[config.mk]
export PLATFORM = sky130hd
export DESIGN_NAME = controle_entrada_saida_flat
export DESIGN_NICKNAME = d
export VERILOG_FILES = /design/src/rtl/controle_entrada_saida_if.sv /design/src/rtl/controle_entrada_saida.sv /design/src/flat_wrapper.sv
export SDC_FILE = /design/constraint.sdc
export NUM_CORES = 1
export LEC_CHECK = 0
export CELL_PAD_IN_SITES_DETAIL_PLACEMENT = 0
export CELL_PAD_IN_SITES_GLOBAL_PLACEMENT = 1
export CORE_AREA = 3 3 112 114
export DETAILED_ROUTE_END_ITERATION = 10
export DIE_AREA = 0 0 115 117
export PLACE_DENSITY_LB_ADDON = 0.1
export SLEW_MARGIN = 15
export SYNTH_ARGS = -nofsm -noshare
export SYNTH_HDL_FRONTEND = slang
export SYNTH_SLANG_ARGS = --single-unit
export TNS_END_PERCENT = 10
[constraint.sdc]
create_clock -name clk -period 1.3 [get_ports clk]
set_input_delay 0.13 -clock clk [delete_from_list [all_inputs] [get_ports clk]]
set_output_delay 0.13 -clock clk [all_outputs]
set_load 0.01 [all_outputs]
[src/rtl/controle_entrada_saida_if.sv]
// ============================================================================
// Module   : controle_entrada_saida_if
// Brief    : Decoder/board-side signal bundle of the I/O controller.
// Revision : 1.0
// ============================================================================
`default_nettype none

interface controle_entrada_saida_if #(
    parameter int DATA_W = 32,
    parameter int SW_W   = 16
);
    logic [1:0]        confirma_entrada;
    logic              print;
    logic              halt;
    logic [SW_W-1:0]   switches;
    logic              botao;
    logic [DATA_W-1:0] reg_data_in;
    logic [DATA_W-1:0] saved_pc;

    logic [DATA_W-1:0] dado_entrada;
    logic              wb_valid;
    logic              pc_stall;
    logic              aguardando_entrada;
    logic [DATA_W-1:0] display_valor;
    logic              display_valido;
    logic              halted;

    modport master (
        output confirma_entrada, print, halt, switches, botao, reg_data_in, saved_pc,
        input  dado_entrada, wb_valid, pc_stall, aguardando_entrada,
               display_valor, display_valido, halted
    );

    modport slave (
        input  confirma_entrada, print, halt, switches, botao, reg_data_in, saved_pc,
        output dado_entrada, wb_valid, pc_stall, aguardando_entrada,
               display_valor, display_valido, halted
    );
endinterface

`default_nettype wire

[src/rtl/controle_entrada_saida.sv]
// ============================================================================
// Module   : controle_entrada_saida
// Brief    : I/O controller: INPUT stall/capture, OUTPUT display latch, HALT.
// Revision : 1.0
// ============================================================================
`default_nettype none

module controle_entrada_saida #(
    parameter int DATA_W     = 32,
    parameter int SW_W       = 16,
    parameter int DEB_CYCLES = 4
) (
    input  wire logic               clk,
    input  wire logic               reset,
    controle_entrada_saida_if.slave io
);

    localparam int CNT_W = $clog2(DEB_CYCLES + 1);
    localparam logic [CNT_W-1:0] C_CNT_LAST = CNT_W'(DEB_CYCLES - 1);

    typedef enum logic [2:0] {
        OCIOSO        = 3'd0,
        ESPERA_SOLTA  = 3'd1,
        ESPERA_APERTA = 3'd2,
        CAPTURA       = 3'd3,
        PARADO        = 3'd4
    } estado_t;

    estado_t           estado_q;
    logic              sync1_q;
    logic              sync2_q;
    logic              deb_q;
    logic              deb_prev_q;
    logic [CNT_W-1:0]  cnt_q;
    logic [DATA_W-1:0] captura_q;
    logic [DATA_W-1:0] display_valor_q;
    logic              display_valido_q;

    logic              w_deb_rise;
    logic              w_input;
    logic              w_recover;
    logic              w_pc_stall;
    logic              w_wb_valid;
    logic              w_aguardando;
    logic [DATA_W-1:0] w_dado;

    assign w_deb_rise = deb_q & ~deb_prev_q;
    assign w_input    = (io.confirma_entrada == 2'd1);
    assign w_recover  = (io.confirma_entrada == 2'd2);

    // Debounced level only flips after DEB_CYCLES consecutive disagreeing samples.
    always_ff @(posedge clk) begin
        if (reset) begin
            sync1_q    <= 1'b0;
            sync2_q    <= 1'b0;
            deb_q      <= 1'b0;
            deb_prev_q <= 1'b0;
            cnt_q      <= '0;
        end else begin
            sync1_q    <= io.botao;
            sync2_q    <= sync1_q;
            deb_prev_q <= deb_q;
            if (sync2_q == deb_q) begin
                cnt_q <= '0;
            end else if (cnt_q == C_CNT_LAST) begin
                deb_q <= ~deb_q;
                cnt_q <= '0;
            end else begin
                cnt_q <= cnt_q + 1'b1;
            end
        end
    end

    always_ff @(posedge clk) begin
        if (reset) begin
            estado_q         <= OCIOSO;
            captura_q        <= '0;
            display_valor_q  <= '0;
            display_valido_q <= 1'b0;
        end else begin
            case (estado_q)
                OCIOSO: begin
                    if (io.halt) begin
                        estado_q <= PARADO;
                    end else if (w_input) begin
                        estado_q <= deb_q ? ESPERA_SOLTA : ESPERA_APERTA;
                    end else if (!w_recover && io.print) begin
                        display_valor_q  <= io.reg_data_in;
                        display_valido_q <= 1'b1;
                    end
                end
                // A button still held from earlier must be released first.
                ESPERA_SOLTA: begin
                    if (!deb_q) begin
                        estado_q <= ESPERA_APERTA;
                    end
                end
                ESPERA_APERTA: begin
                    if (w_deb_rise) begin
                        captura_q <= DATA_W'(io.switches);
                        estado_q  <= CAPTURA;
                    end
                end
                CAPTURA: estado_q <= OCIOSO;
                PARADO:  estado_q <= PARADO;
                default: estado_q <= OCIOSO;
            endcase
        end
    end

    always_comb begin
        w_pc_stall   = 1'b0;
        w_wb_valid   = 1'b0;
        w_aguardando = 1'b0;
        w_dado       = '0;
        case (estado_q)
            OCIOSO: begin
                if (io.halt || w_input) begin
                    w_pc_stall = 1'b1;
                end else if (w_recover) begin
                    w_wb_valid = 1'b1;
                    w_dado     = io.saved_pc;
                end
            end
            ESPERA_SOLTA, ESPERA_APERTA: begin
                w_pc_stall   = 1'b1;
                w_aguardando = 1'b1;
            end
            CAPTURA: begin
                w_wb_valid = 1'b1;
                w_dado     = captura_q;
            end
            PARADO:  w_pc_stall = 1'b1;
            default: w_pc_stall = 1'b0;
        endcase
    end

    assign io.pc_stall           = w_pc_stall;
    assign io.wb_valid           = w_wb_valid;
    assign io.dado_entrada       = w_dado;
    assign io.aguardando_entrada = w_aguardando;
    assign io.display_valor      = display_valor_q;
    assign io.display_valido     = display_valido_q;
    assign io.halted             = (estado_q == PARADO);

endmodule

`default_nettype wire

[src/flat_wrapper.sv]
// flat-port wrapper written by rule: the top's interface ports become plain ports
module controle_entrada_saida_flat 
#(
    parameter int DATA_W     = 32,
    parameter int SW_W       = 16,
    parameter int DEB_CYCLES = 4
)
  (clk, reset, io_confirma_entrada, io_print, io_halt, io_switches, io_botao, io_reg_data_in, io_saved_pc, io_dado_entrada, io_wb_valid, io_pc_stall, io_aguardando_entrada, io_display_valor, io_display_valido, io_halted);
  controle_entrada_saida_if #(.DATA_W(DATA_W), .SW_W(SW_W)) io_i ();
  input  wire logic clk;
  input  wire logic reset;
  input wire logic [$bits(io_i.confirma_entrada)-1:0] io_confirma_entrada;
  input wire logic [$bits(io_i.print)-1:0] io_print;
  input wire logic [$bits(io_i.halt)-1:0] io_halt;
  input wire logic [$bits(io_i.switches)-1:0] io_switches;
  input wire logic [$bits(io_i.botao)-1:0] io_botao;
  input wire logic [$bits(io_i.reg_data_in)-1:0] io_reg_data_in;
  input wire logic [$bits(io_i.saved_pc)-1:0] io_saved_pc;
  output wire logic [$bits(io_i.dado_entrada)-1:0] io_dado_entrada;
  output wire logic [$bits(io_i.wb_valid)-1:0] io_wb_valid;
  output wire logic [$bits(io_i.pc_stall)-1:0] io_pc_stall;
  output wire logic [$bits(io_i.aguardando_entrada)-1:0] io_aguardando_entrada;
  output wire logic [$bits(io_i.display_valor)-1:0] io_display_valor;
  output wire logic [$bits(io_i.display_valido)-1:0] io_display_valido;
  output wire logic [$bits(io_i.halted)-1:0] io_halted;
  assign io_i.confirma_entrada = io_confirma_entrada;
  assign io_i.print = io_print;
  assign io_i.halt = io_halt;
  assign io_i.switches = io_switches;
  assign io_i.botao = io_botao;
  assign io_i.reg_data_in = io_reg_data_in;
  assign io_i.saved_pc = io_saved_pc;
  assign io_dado_entrada = io_i.dado_entrada;
  assign io_wb_valid = io_i.wb_valid;
  assign io_pc_stall = io_i.pc_stall;
  assign io_aguardando_entrada = io_i.aguardando_entrada;
  assign io_display_valor = io_i.display_valor;
  assign io_display_valido = io_i.display_valido;
  assign io_halted = io_i.halted;
  controle_entrada_saida #(.DATA_W(DATA_W), .SW_W(SW_W), .DEB_CYCLES(DEB_CYCLES)) u_core (.clk(clk), .reset(reset), .io(io_i));
endmodule
Fig. 1: run 1, metal 2
Drawn at 3 px/um.
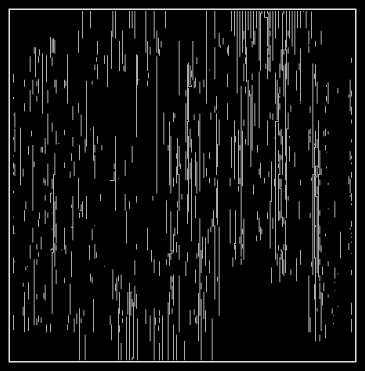
The layer holds 43% of the routed length. 456 nets have wire on it. The layer carries 3820 um of wire. The wires run mostly vertical.

Fig. 2: run 1, cell sizes after repair
Drawn at 4 px/um.
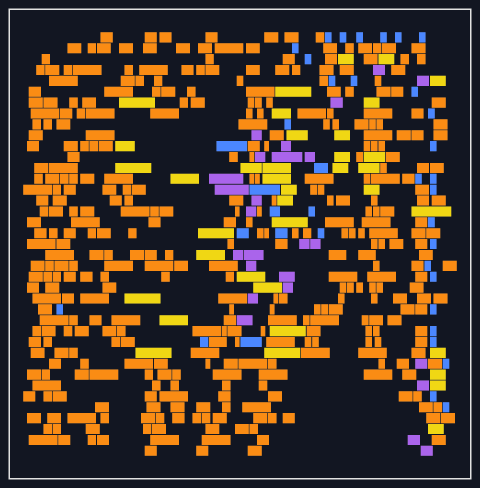
Blue shows _2 cells, cells 38. Yellow shows _6 and larger, cells 37. Purple shows _3 and _4 cells, cells 25. Orange shows _0 and _1 cells, cells 376.

Fig. 3: run 1, routing congestion map
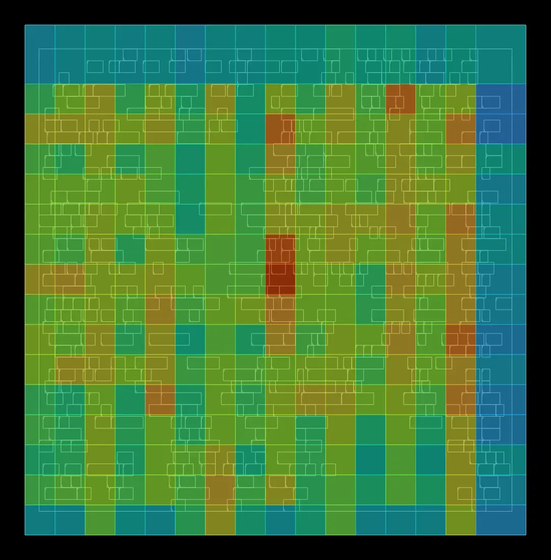
met1 Usage GRT: 16.74%
post-DR wirelength/cell: 14.24 um

Fig. 4: run 1, layout detail
Window x 45 to 70, y 46 to 71 um. Cells in gray, sequential cells in the stronger gray; small squares are vias.
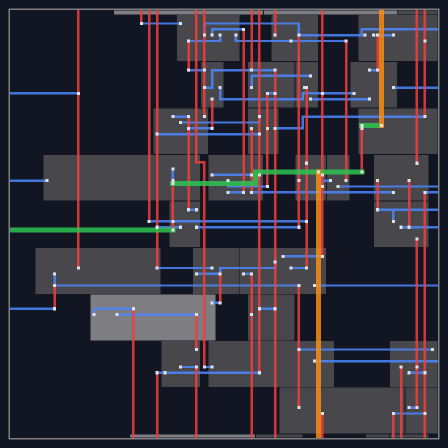
Orange shows metal 4. Green shows metal 3. Red shows metal 2. Blue shows metal 1.
Sequential cells in the window: 1. Most frequent: buf_4 (5), buf_12 (3). Netlist names of flops here include u_core.deb_prev_q (1). 28 logic cells have their middle in the window.

==> job_summary.md, run 1 <==
## PnR job results

| Metric | Value |
|---|---|
| Status | finished, violations left |
| Violated checks | negative setup slack |
| Layout Utilization | 42.84% |
| Post-DR vias/cell | 4.339 |
| Max_cap viols | 0 |
| Grt met2 use | 20.45% |
| Initial antenna violation count | 0 |
| PD cells | 950.1 mW/mm^2 |
| Simple logic cell fraction of the synthesized area | 26.77% |
| Worst EP required | 1.17 ns |
| Syn_nets | 392 |
| Die Y | 117 um |
| WHS | 0.2208 ns |
| Clk_lat worst skew | 0.32 ns |
| Worst path max stage delay | 0.33 ns |
| Final Hold Vio Count | 0 |
| Residual DRC | 0 |
| Synth Cell Area | 0.002874 sq mm |
| Root Buffer | clkbuf_16 |
| DP Worst Slack | -0.8535 ns |
| GRT overflow | 0 |
| # IOs | 156 |
| CTS hold repair buffers | 0 |
| Startpoint Class | flip-flop |
| Slew Limit Fails | 0 |
| Max VDD drop | 0.5839 mV |
| Crit path setup slack, layout | -0.5499 ns |
| Cell Type Count | 34 |
| Met3 GRT Util | 4.216% |
| Post-CTS Setup Bufs | 7 |
| Sw Ratio | 21.57% |
| DP Wirelength | 6214 um |
| Ys flops | 59 |
| P_leak | 0.002083 uW |
| Final Skew | 0.002728 ns |
| GRT Max-Usage Layer | met2 |
| Largest net degree at the start of global routing | 30 |
| Hold Crit Start | reset |
| Avg Inst Size Synth | 9.485 sq um |
| Yosys top cell by area | dfxtp_1 |
| Setup-failing EPs final | 83 |
| Die Wd | 115 um |
run 1: cell usage in the layout, fill, tap and decap left out, types with 3 or more instances in the layout:
cell              n
inv_1             4
a21oi_1          17
xnor2_1           3
o21ai_1          16
buf_12            7
clkbuf_16         9
and2_1           10
a22o_1           16
buf_4            12
buf_6            14
and2_4            6
buf_8             4
nand3_1          17
dfxtp_1          56
clkdlybuf4s50_1  83
mux2i_1          33
nor2b_1           3
dlygate4sd2_1    33
buf_2            30
nand2b_1         65
nor2_1            8
run 1: layout make-up:
cell class	count	area [sq um]	share of cell area, %
inverter	4	15.01	0.3043
tap	143	178.9	3.627
multi-input combinational	215	1525	30.92
timing repair buffer	186	1770	35.89
clock buffer	12	256.5	5.199
sequential	59	1187	24.07
run 1: layer usage:
metal | vias up | share of wire [%]
li1 | 1378 | -
met1 | 1185 | 46
met2 | 112 | 43
met3 | 11 | 8.6
met4 | 0 | 1.7
met5 | - | 0
run 1: cell families (layout without fill, tap and decap cells):
kind of cell	after synthesis	after routing
muxes	33	33
DFF	59	59
adders and majority gates	2	2
and+or+nand+nor	123	123
xor gates and xnor gates	3	3
buffers and inverters	29	202
AOI/OAI and AO/OA	54	54
run 1: Yosys cell counts (all sizes together), types with 2 or more instances:
cell,n
a22o,16
nand2b,65
buf,14
nor4,2
dfxtp,59
inv,4
clkbuf,11
o21ai,18
mux2i,33
and2,16
nand3,17
xnor2,3
ha,2
and3,2
nor2b,3
a21oi,18
nand2,2
nor2,9
run 1: power by group through the flow:
stage / registers, uW / logic (uW) / clock network (uW)
detailed placement: 1920 / 745 / 0
CTS: 1880 / 743 / 2170
floorplan: 1930 / 264 / 0
global placement: 1920 / 741 / 0
global route: 1880 / 787 / 2250
finish: 1880 / 725 / 2080
==> run 2, diff against run 1 <==
Settings changed: PLACE_DENSITY from default to 0.73, PLACE_DENSITY_LB_ADDON 0.1 to default.
Fig. 5: run 2, sequential cells colored by netlist name
Drawn at 3 px/um. Other sequential cells in the stronger gray, the rest of the logic in the fainter gray.
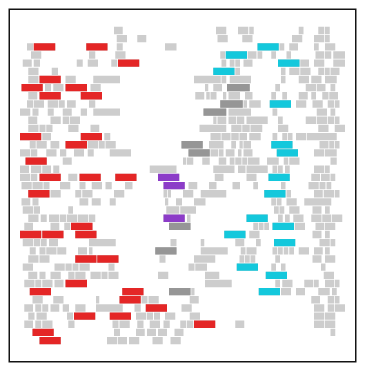
Purple shows u_core.cnt_q, flops 3. Red shows u_core.io.display_valor, flops 32. Cyan shows u_core.captura_q, flops 16.
Another 8 sequential cells are not colored.
Seq/total area: 24.40%
sequential power: 1880 uW
Reg area: 0.001185 sq mm

Fig. 6: run 2, layout detail
Window x 45 to 70, y 46 to 71 um. Cells in gray, sequential cells in the stronger gray; small squares are vias.
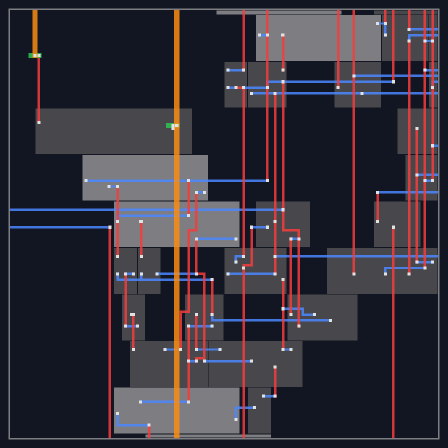
Green shows metal 3. Red shows metal 2. Blue shows metal 1. Orange shows metal 4.
22 logic cells have their middle in the window. Most frequent: dfxtp_1 (4), nor2_1 (3), buf_4 (3). Sequential cells in the window: 4. Netlist names of flops here include u_core.cnt_q (3), u_core.deb_prev_q (1).

==> run 2 against run 1 <==
- core utilization is 0.67 points lower
- count of clock-buffer cells in the layout is 1 higher
- final area is 1.6% lower
- sequential cell count stayed put
- hold slack worse by 0.031 ns
- sequential share of layout area is 0.33 points higher
- clock power is 2% lower
- clock skew is 0.00059 ns higher
- via count is 2.0% higher
- non-clock buffer count is 5 lower
- final cell count is 0.65% lower
- the flow still finishes with violations (negative setup slack)
- largest cell class unchanged
- register-to-register slack worse by 0.03 ns
- highest routed layer unchanged
==> job_summary.md, run 2 <==
## PnR job results

| Metric | Value |
|---|---|
| Avg Inst Size Synth | 9.485 sq um (unchanged) |
| Met3 GRT Util | 6.992% (was 4.216%) |
| Crit path setup slack, layout | -0.5284 ns (was -0.5499 ns) |
| Most frequent cells in the layout | clkdlybuf4s50_1 (83), nand2b_1 (65), dfxtp_1 (56) (unchanged) |
| Die Y | 117 um (unchanged) |
| Grt met2 use | 23.46% (was 20.45%) |
| Post-DR vias/cell | 4.454 (was 4.339) |
| Startpoint Class | flip-flop (unchanged) |
| Worst path max stage delay | 0.33 ns (about the same) |
| Met2 routed wirelength | 4170 um (was 3818 um) |
| DP Wirelength | 6550 um (was 6214 um) |
| # IOs | 156 (unchanged) |
| Layout Utilization | 42.17% (was 42.84%) |
| M1 WL | 3632 um (was 4093 um) |
| Final Skew | 0.003314 ns (was 0.002728 ns) |
| Die Wd | 115 um (unchanged) |
| Violated checks | negative setup slack (unchanged) |
| GRT overflow | 0 (unchanged) |
| Met1 Usage GRT | 14.31% (was 16.74%) |
| Met3 WL | 1202 um (was 755 um) |
| Clk_lat worst skew | 0.32 ns (about the same) |
| Most common cell in the synthesized netlist | nand2b_1 (unchanged) |
| Ys flops | 59 (unchanged) |
| Status | finished, violations left (unchanged) |
| PD cells | 953.8 mW/mm^2 (was 950.1 mW/mm^2) |
| Setup-failing EPs final | 84 (was 83) |
| Largest net degree at the start of global routing | 55 (was 30) |
| Top cells by count | nand2b_1 (65), dfxtp_1 (59), mux2i_1 (33) (unchanged) |
| Cell Type Count | 34 (unchanged) |
run 2: timing repair:
action,4_1_cts,5_1_grt
gates cloned,2,1
hold buffers,0,0
pin swaps,13,6
resized,209,12
endpoints found under the hold margin,0,0
setup endpoints to repair,119,89
buffers inserted,3,2
run 2: worst paths after layout:
path                            from                         end  slack (ns)
hold / removal                 reset                u_core.deb_q        0.19
setup / recovery  u_core.estado_q[1]         io_dado_entrada[14]       -0.53
setup reg to reg  u_core.estado_q[1]  u_core.io.display_valor[8]       -0.40
hold reg to reg      u_core.cnt_q[0]             u_core.cnt_q[0]        0.42
run 2: metrics by stage:
step,hold slack [ns],instance area (sq um)
6_report,0.1894,4856
5_1_grt,0.1905,4856
4_1_cts,0.1762,4797
3_5_place_dp,0.4225,4611
3_3_place_gp,0.4056,4611
2_1_floorplan,0.2582,2893
run 2: cells by family (layout without fill, tap and decap cells):
kind of cell / count (synthesis) / in the layout / share of synthesized area, %
muxes: 33 / 33 / 11.49
and+or+nand+nor: 123 / 123 / 26.77
adders and majority gates: 2 / 2 / 0.8706
buffers and inverters: 29 / 198 / 7.140
AOI/OAI and AO/OA: 54 / 54 / 11.71
DFF: 59 / 59 / 41.10
xor gates and xnor gates: 3 / 3 / 0.9144
run 2: report_power, final:
group / switching [uW] / internal (uW) / leakage [uW]
Combinational: 258 / 464 / 0.00143
Sequential: 22.7 / 1860 / 0.000479
Clock: 723 / 1310 / 0.000122
Total: 1000 / 3630 / 0.00203
run 2: area by class of cell:
| class | count | area (sq um) |
|---|---|---|
| Inverter | 4 | 20.02 |
| Sequential cell | 59 | 1185 |
| Multi-Input combinational cell | 215 | 1533 |
| Tap cell | 143 | 178.9 |
| Clock buffer | 13 | 250.2 |
| Fill cell | 1184 | 6660 |
| Timing Repair Buffer | 181 | 1689 |
==> run 3, diff against run 2 <==
Settings changed: CORE_AREA 3 3 112 114 to 2 2 111 113, DIE_AREA 0 0 115 117 to 0 0 113 115.
Fig. 7: run 3, cell sizes after repair
Drawn at 4 px/um.
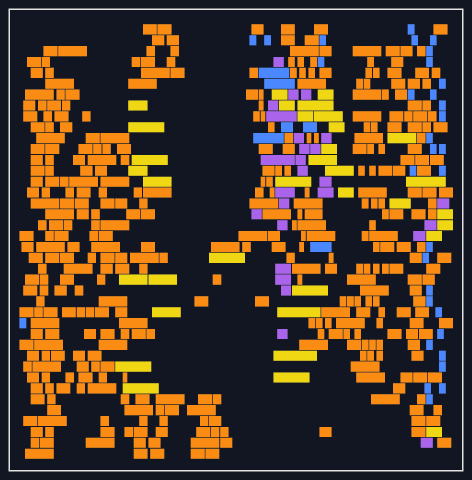
Purple shows _3 and _4 cells, cells 26. Orange shows _0 and _1 cells, cells 380. Blue shows _2 cells, cells 38. Yellow shows _6 and larger, cells 34.
post-route cell area: 0.004957 sq mm
crit path setup slack, layout: -0.5097 ns

Fig. 8: run 3, metal 2
Drawn at 3 px/um.
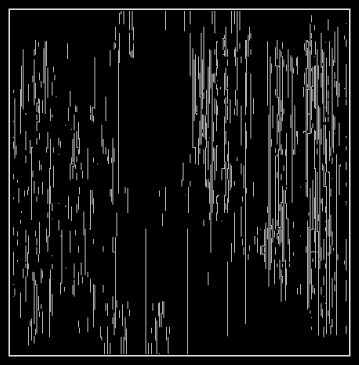
The layer holds 47% of the routed length. The wires run mostly vertical. The layer carries 4240 um of wire.

==> run 3 against run 2 <==
- the run ends with design-rule violations, negative setup slack left
- sequential power about the same
- critical path depth unchanged
- area after synthesis unchanged
- via count is 0.18% lower
- sequential share of layout area decreased by 0.50 points
- non-clock buffer count is 5 higher
- final area up 2.1%
- critical endpoint is now io_dado_entrada[10]
- largest power group unchanged
==> job_summary.md, run 3 <==
## PnR job results

| Metric | Value |
|---|---|
| Avg Inst Size Synth | 9.485 sq um (unchanged) |
| GRT Max-Usage Layer | met2 (unchanged) |
| Top power group | the clock network (unchanged) |
| Ys flops | 59 (unchanged) |
| Crit path setup slack, layout | -0.5097 ns (was -0.5284 ns) |
| Top cell excl fill/tap | clkdlybuf4s50_1 (unchanged) |
| P_leak | 0.002088 uW (was 0.002030 uW) |
| Setup-failing EPs final | 84 (unchanged) |
| Worst path max stage delay | 0.33 ns (about the same) |
| Worst EP required | 1.17 ns (about the same) |
| Sequential Power Share | 36.4% (was 40.6%) |
| Most frequent cells in the layout | clkdlybuf4s50_1 (83), nand2b_1 (65), dfxtp_1 (56) (unchanged) |
| Startpoint Class | flip-flop (unchanged) |
| Slew Limit Fails | 0 (unchanged) |
| Post-DR vias/cell | 4.374 (was 4.454) |
| Combinational share of power | 14.3% (was 15.6%) |
| Grt met2 use | 25.15% (was 23.46%) |
| Sw Ratio | 20.68% (was 21.67%) |
| Max_cap viols | 0 (unchanged) |
| Synth Cell Area | 0.002874 sq mm (unchanged) |
| Largest net degree at the start of global routing | 39 (was 55) |
| Residual DRC | 19 (was 0) |
| CP Capture Point | io_dado_entrada[10] (was io_dado_entrada[14]) |
| Clk pwr | 2540 uW (was 2030 uW) |
| Fill count | 1184 (unchanged) |
| Syn_nets | 392 (unchanged) |
| Die Y | 115 um (was 117 um) |
| Net Switching | 1067 uW (was 1004 uW) |
| Initial antenna violation count | 0 (unchanged) |
| Most common cell in the synthesized netlist | nand2b_1 (unchanged) |
| Violated checks | design-rule violations, negative setup slack (was negative setup slack) |
| R2R Setup Slk | -0.28 ns (was -0.40 ns) |
| Layout Utilization | 41.97% (was 42.17%) |
| Die Wd | 113 um (was 115 um) |
| Status | finished, violations left (unchanged) |
| Met3 GRT Util | 7.116% (was 6.992%) |
| Hold EP | u_core.io.display_valor[18] (was u_core.deb_q) |
| Max VDD drop | 0.4186 mV (was 0.5184 mV) |
| Cell Type Count | 34 (unchanged) |
| Sequential power | 1880 uW (about the same) |
| Met1 Usage GRT | 15.30% (was 14.31%) |
| PD cells | 1041 mW/mm^2 (was 953.8 mW/mm^2) |
==> run 3: cell types whose count changed in the layout (fill, tap and decap cells not counted), sizes merged <==
| cell | change |
|---|---|
| clkinv | +1 |
| clkdlybuf4s15 | -1 |
| bufinv | +2 |
| clkbuf | -2 |
| inv | -1 |
| buf | +7 |
==> run 3: cell families after synthesis <==
logic type / after synthesis / synth area share [%]
DFF: 59 / 41.10
xor gates and xnor gates: 3 / 0.9144
and+or+nand+nor: 123 / 26.77
AOI/OAI and AO/OA: 54 / 11.71
adders and majority gates: 2 / 0.8706
muxes: 33 / 11.49
buffers and inverters: 29 / 7.140
==> run 3: metrics by stage <==
stage / total power (uW) / setup WS [ns] / cell area, sq um / hold slack, ns / instances
final: 5158 / -0.5097 / 4957 / 0.3692 / 625
after global routing: 5395 / -0.5739 / 4957 / 0.3739 / 625
after CTS: 5247 / -0.5869 / 4959 / 0.3586 / 626
after detailed placement: 2655 / -0.8645 / 4671 / 0.4169 / 603
after global placement: 2648 / -0.8313 / 4671 / 0.4069 / 603
after floorplan: 2194 / -0.1311 / 2893 / 0.2582 / 303
==> run 3: critical path, delay by kind of cell (launching register included) <==
family          cells  cell delay (ns)
flops               1             0.33
simple gates        2             0.51
buf+inv             3             0.38
compound gates      1             0.13
==> run 3: per-layer routing <==
layer / vias to the layer above / routed length, um
met5: - / 0
met4: 0 / 98
met3: 8 / 1161
met2: 143 / 4238
met1: 1204 / 3446
li1: 1379 / -
==> run 3: final cells by class <==
cell class | instances | area [sq um] | area share (%)
Sequential cell | 59 | 1185 | 23.90
Inverter | 4 | 20.02 | 0.4038
Clock inverter | 2 | 60.06 | 1.212
Clock buffer | 12 | 256.5 | 5.174
Tap cell | 147 | 183.9 | 3.710
Timing Repair Buffer | 186 | 1737 | 35.03
Multi-Input combinational cell | 215 | 1515 | 30.57
No activity file was given, so power comes from the tool's default toggle rates.
